## src/rtl/nibble_serial_adder_pkg.sv

```systemverilog
// Shared constants, state encoding and sizing helper for the nibble-serial adder.
package nibble_serial_adder_pkg;

  localparam int NIBBLE_W = 4;

  typedef enum logic [1:0] {
    IDLE = 2'd0,
    ADD  = 2'd1,
    DONE = 2'd2
  } state_t;

  // Number of nibble steps needed to cover a WIDTH-bit operand.
  function automatic int nibbles_of(input int width);
    return width / NIBBLE_W;
  endfunction

endpackage

```

## src/rtl/nibble_serial_adder_if.sv

```systemverilog
// Request/result bundle between a requester (master) and the adder (slave).
interface nibble_serial_adder_if #(
  parameter int WIDTH = 16
);
  logic             start;
  logic [WIDTH-1:0] a;
  logic [WIDTH-1:0] b;
  logic             cin;
  logic             busy;
  logic             done;
  logic [WIDTH-1:0] sum;
  logic             cout;
  logic             overflow;

  modport master (
    output start, a, b, cin,
    input  busy, done, sum, cout, overflow
  );

  modport slave (
    input  start, a, b, cin,
    output busy, done, sum, cout, overflow
  );
endinterface

```

## src/rtl/nibble_serial_adder_cla4_slice.sv

```systemverilog
// Combinational 4-bit propagate/generate carry-lookahead adder.
module cla4_slice (
  input  logic [3:0] a,
  input  logic [3:0] b,
  input  logic       cin,
  output logic [3:0] s,
  output logic       cout
);
  logic [3:0] p, g;
  logic [4:0] c;

  assign p = a ^ b;
  assign g = a & b;

  // Each carry is a flat sum of products of g/p terms, no ripple chain.
  assign c[0] = cin;
  assign c[1] = g[0] | (p[0] & cin);
  assign c[2] = g[1] | (p[1] & g[0]) | (p[1] & p[0] & cin);
  assign c[3] = g[2] | (p[2] & g[1]) | (p[2] & p[1] & g[0])
              | (p[2] & p[1] & p[0] & cin);
  assign c[4] = g[3] | (p[3] & g[2]) | (p[3] & p[2] & g[1])
              | (p[3] & p[2] & p[1] & g[0]) | (p[3] & p[2] & p[1] & p[0] & cin);

  assign s    = p ^ c[3:0];
  assign cout = c[4];
endmodule

```

## src/rtl/nibble_serial_adder.sv

```systemverilog
// Multi-cycle WIDTH-bit adder: one 4-bit lookahead slice reused per nibble, LSB first.
module nibble_serial_adder
  import nibble_serial_adder_pkg::*;
#(
  parameter int WIDTH = 16
) (
  input  logic                  clk,
  input  logic                  reset,
  nibble_serial_adder_if.slave  bus
);
  localparam int NIBBLES = nibbles_of(WIDTH);
  localparam int IDX_W   = (NIBBLES > 1) ? $clog2(NIBBLES) : 1;

  if ((WIDTH % NIBBLE_W) != 0 || WIDTH < NIBBLE_W) begin : g_bad_width
    $error("nibble_serial_adder: WIDTH must be a multiple of 4 and >= 4");
  end

  state_t                          state;
  logic [IDX_W-1:0]                idx;
  logic                            carry_reg;
  logic [NIBBLES-1:0][NIBBLE_W-1:0] a_reg, b_reg, acc, acc_next;
  logic [WIDTH-1:0]                acc_flat_next;
  logic [NIBBLE_W-1:0]             slice_s;
  logic                            slice_cout;
  logic                            last;

  logic                            busy_q, done_q, cout_q, ovf_q;
  logic [WIDTH-1:0]                sum_q;

  cla4_slice u_slice (
    .a    (a_reg[idx]),
    .b    (b_reg[idx]),
    .cin  (carry_reg),
    .s    (slice_s),
    .cout (slice_cout)
  );

  // Merge the current slice result into the accumulator at nibble idx.
  always_comb begin
    acc_next      = acc;
    acc_next[idx] = slice_s;
  end

  assign acc_flat_next = acc_next;
  assign last          = (idx == IDX_W'(NIBBLES - 1));

  // Sequencer: operand capture, nibble stepping and result registration.
  always_ff @(posedge clk or posedge reset) begin
    if (reset) begin
      state     <= IDLE;
      idx       <= '0;
      carry_reg <= 1'b0;
      a_reg     <= '0;
      b_reg     <= '0;
      acc       <= '0;
      busy_q    <= 1'b0;
      done_q    <= 1'b0;
      sum_q     <= '0;
      cout_q    <= 1'b0;
      ovf_q     <= 1'b0;
    end else begin
      case (state)
        IDLE, DONE: begin
          done_q <= 1'b0;
          if (bus.start) begin
            a_reg     <= bus.a;
            b_reg     <= bus.b;
            carry_reg <= bus.cin;
            idx       <= '0;
            acc       <= '0;
            busy_q    <= 1'b1;
            state     <= ADD;
          end else begin
            busy_q <= 1'b0;
            state  <= IDLE;
          end
        end
        ADD: begin
          acc       <= acc_next;
          carry_reg <= slice_cout;
          idx       <= idx + 1'b1;
          if (last) begin
            sum_q  <= acc_flat_next;
            cout_q <= slice_cout;
            ovf_q  <= (a_reg[NIBBLES-1][NIBBLE_W-1] == b_reg[NIBBLES-1][NIBBLE_W-1])
                   && (acc_flat_next[WIDTH-1] != a_reg[NIBBLES-1][NIBBLE_W-1]);
            busy_q <= 1'b0;
            done_q <= 1'b1;
            state  <= DONE;
          end
        end
        default: begin
          busy_q <= 1'b0;
          done_q <= 1'b0;
          state  <= IDLE;
        end
      endcase
    end
  end

  assign bus.busy     = busy_q;
  assign bus.done     = done_q;
  assign bus.sum      = sum_q;
  assign bus.cout     = cout_q;
  assign bus.overflow = ovf_q;
endmodule

```

## src/flat_wrapper.sv

```systemverilog
// flat-port wrapper written by rule: the top's interface ports become plain ports
module nibble_serial_adder_flat import nibble_serial_adder_pkg::*;
#(
  parameter int WIDTH = 16
)
  (clk, reset, bus_start, bus_a, bus_b, bus_cin, bus_busy, bus_done, bus_sum, bus_cout, bus_overflow);
  nibble_serial_adder_if #(.WIDTH(WIDTH)) bus_i ();
  input  logic clk;
  input  logic reset;
  input wire logic [$bits(bus_i.start)-1:0] bus_start;
  input wire logic [$bits(bus_i.a)-1:0] bus_a;
  input wire logic [$bits(bus_i.b)-1:0] bus_b;
  input wire logic [$bits(bus_i.cin)-1:0] bus_cin;
  output wire logic [$bits(bus_i.busy)-1:0] bus_busy;
  output wire logic [$bits(bus_i.done)-1:0] bus_done;
  output wire logic [$bits(bus_i.sum)-1:0] bus_sum;
  output wire logic [$bits(bus_i.cout)-1:0] bus_cout;
  output wire logic [$bits(bus_i.overflow)-1:0] bus_overflow;
  assign bus_i.start = bus_start;
  assign bus_i.a = bus_a;
  assign bus_i.b = bus_b;
  assign bus_i.cin = bus_cin;
  assign bus_busy = bus_i.busy;
  assign bus_done = bus_i.done;
  assign bus_sum = bus_i.sum;
  assign bus_cout = bus_i.cout;
  assign bus_overflow = bus_i.overflow;
  nibble_serial_adder #(.WIDTH(WIDTH)) u_core (.clk(clk), .reset(reset), .bus(bus_i));
endmodule
```

## config.mk

```make
export PLATFORM = sky130hd
export DESIGN_NAME = nibble_serial_adder_flat
export DESIGN_NICKNAME = d
export VERILOG_FILES = /design/src/rtl/nibble_serial_adder_pkg.sv /design/src/rtl/nibble_serial_adder_if.sv /design/src/rtl/nibble_serial_adder_cla4_slice.sv /design/src/rtl/nibble_serial_adder.sv /design/src/flat_wrapper.sv
export SDC_FILE = /design/constraint.sdc
export NUM_CORES = 1
export LEC_CHECK = 0
export ABC_CLOCK_PERIOD_IN_PS = 7400
export CAP_MARGIN = 20
export CORE_MARGIN = 2
export CORE_UTILIZATION = 53
export DETAILED_ROUTE_END_ITERATION = 6
export PLACE_DENSITY = 0.82
export SLEW_MARGIN = 20
export SYNTH_ARGS = -nofsm -noshare
export SYNTH_HDL_FRONTEND = slang
export SYNTH_SLANG_ARGS = --single-unit
```

## constraint.sdc

```tcl
create_clock -name clk -period 7.4 [get_ports clk]
set_input_delay 0.74 -clock clk [delete_from_list [all_inputs] [get_ports clk]]
set_output_delay 0.74 -clock clk [all_outputs]
set_load 0.03 [all_outputs]
```

**Layout detail**

Window x 45 to 75, y 5 to 35 µm. Cells in gray, sequential cells in the stronger gray; small squares are vias.
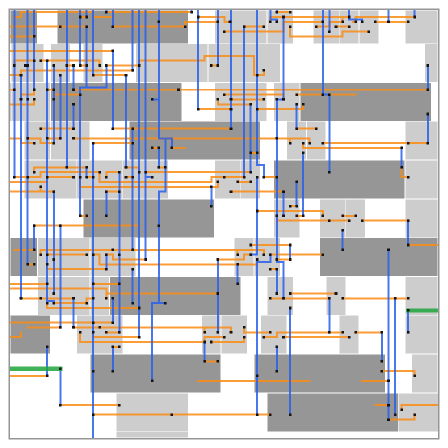
layer	color
M3	green
M1	orange
M2	blue
cells with their middle in the window	58
sequential cells in the window	11
netlist names of flops here include	u_core.acc (5), u_core.bus.sum (5)
most frequent	nand2_1 (11), o21ai_0 (11), dfrtp_1 (11)

**Cells by drive strength**

Scale bar: 20 µm.
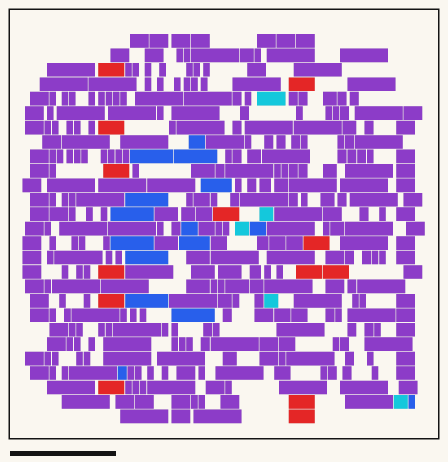
size	color	cells
x2	blue	15
x6 and larger	red	13
x3 and x4	cyan	5
x1 and smaller	purple	337
Non-Filler Cell Area, Final: 3894 µm²
Syn-to-layout area delta: 25.13%

**Clock nets**

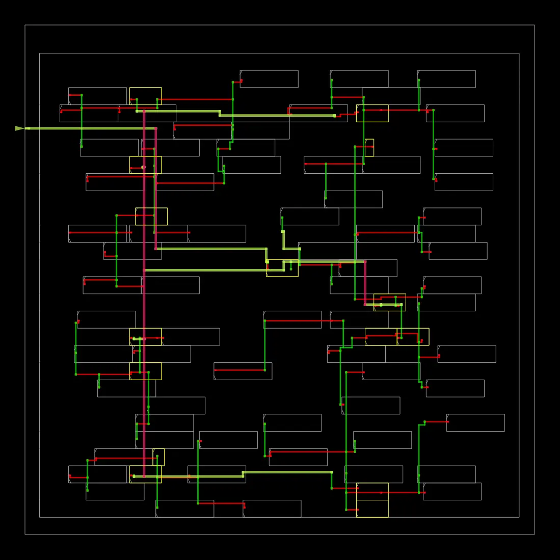
flop count: 68
CTS Sinks: 68
Clock Latency Late Sink: 350 ps
CTS buffer count: 9

**Clock distribution**

Scale bar: 20 µm.
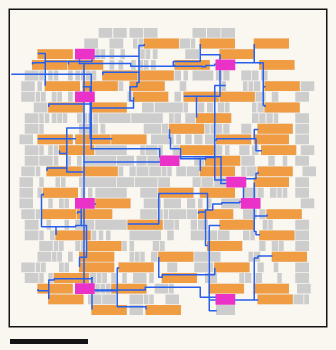
[flip-flops] orange | count: 68
[clock wires] blue | length: 819 µm
[clock-net drivers] magenta | count: 9
flops lie	widely spread
routed clock nets	10
P_clk: 287 µW
Clk network pwr share: 14.4%
Setup Skew: 9.043 ps

==> ci_impl_report.md <==
### Metrics collected by this job

| Metric | Value |
|---|---|
| Status | `completed` |
| Non-Filler Instances | `between 400 and 500` |
| Ports | `56` |
| Asr flop ratio synth | `100.0%` |
| Residual DRC | `0` |
| Global route total overflow | `0` |
| M1 WL | `approximately 2700 µm` |
| Sw frac | `42.64%` |
| Die Y | `80.63 µm` |
| H-Tree Level Count | `3` |
| Mux frac, synth | `8.203%` |
| Inst Count DP | `between 400 and 500` |
| Simple-Gate Area Share | `18.21%` |
| Fillcell total | `433` |
| Hold Path Class | `reg2reg` |
| Unrepaired setup endpoints after global routing | `no` |
| Nets@finish | `approximately 400` |
| Top-count cell post-synth | `nand2_1` |
| Most frequent cells in the layout | `nand2_1 (121), dfrtp_1 (68), clkdlybuf4s50_1 (55)` |
| Root buffer cell | `clkbuf_8` |
| CTS-repair resized insts | `0` |
| Setup Fix Bufs, Post-CTS | `0` |
| Hold EP | `u_core.a_reg[13]` |
| Main synth FF type | `dfrtp_1` |
| Post-DP Area | `3706 µm²` |
| Clk pin slew, worst setup/hold paths | `70 ps` |
| Post-Syn Area | `3112 µm²` |
| Worst r2r src | `u_core.idx[0]` |
| Yosys Chip Area | `3112 µm²` |
| Most frequent logic cell in the layout | `nand2_1` |
| Cycle use final | `38.33%` |
| Met3 wire len | `between 300 and 400 µm` |
| Relative slew slack | `44.72%` |
| Fmax | `0.3526 GHz` |
| Antenna diodes | `0` |
| Fa+ha+maj area frac | `3.860%` |
| Req. time, crit path | `between 7000 and 8000 ps` |
| Combinational power | `1.04 mW` |
| Post-Syn Area per Cell | `9.910 µm²` |
| Global Route met3 Usage | `~7.2%` |
| Met2 Use GR | `37.58%` |
| Switching power | `850.6 µW` |
| Top logic family | `simple AND/OR/NAND/NOR gates` |
| Top pwr grp | `combinational logic` |
| Share of cells above drive strength 1 | `8.919%` |
| WL met2 | `3066 µm` |
| Post-synthesis net count | `359` |
| Clock period minus worst slack | `2836 ps` |
| Ao+oa area frac | `about a tenth` |
| Initial antenna violation count | `0` |
| Final hold viol count | `0` |
| Global routing's busiest layer | `met2` |
| PD cells | `approximately 500 nW/µm²` |
| Ys cells | `314` |
cell families (layout without fill, tap and decap cells):
group / count (synthesis) / after routing
compound gates: 51 / 51
xor+xnor: 4 / 4
fa+ha+maj: 9 / 9
buf+inv: 27 / 83
flops: 68 / 68
mux: 15 / 15
simple gates: 140 / 140
worst max-delay path, cell delays in order, from the launching register on:
cell	delay [ps]
dfrtp_1	720
mux4_2	580
ha_1	400
a41oi_2	240
o21ai_2	110
xnor2_2	340
mux2_4	330
final cells by class:
type,instances,area [µm²],share of cell area [%]
flip-flops and latches,68,1702,43.70
well taps,72,90.09,2.314
clock inverters,1,5.005,0.1285
multi-input cells,219,1300,33.39
clock buffers,14,182.7,4.692
repair buffers,59,580.6,14.91
inverters,9,33.78,0.8676
Power and IR drop assume default switching activity.
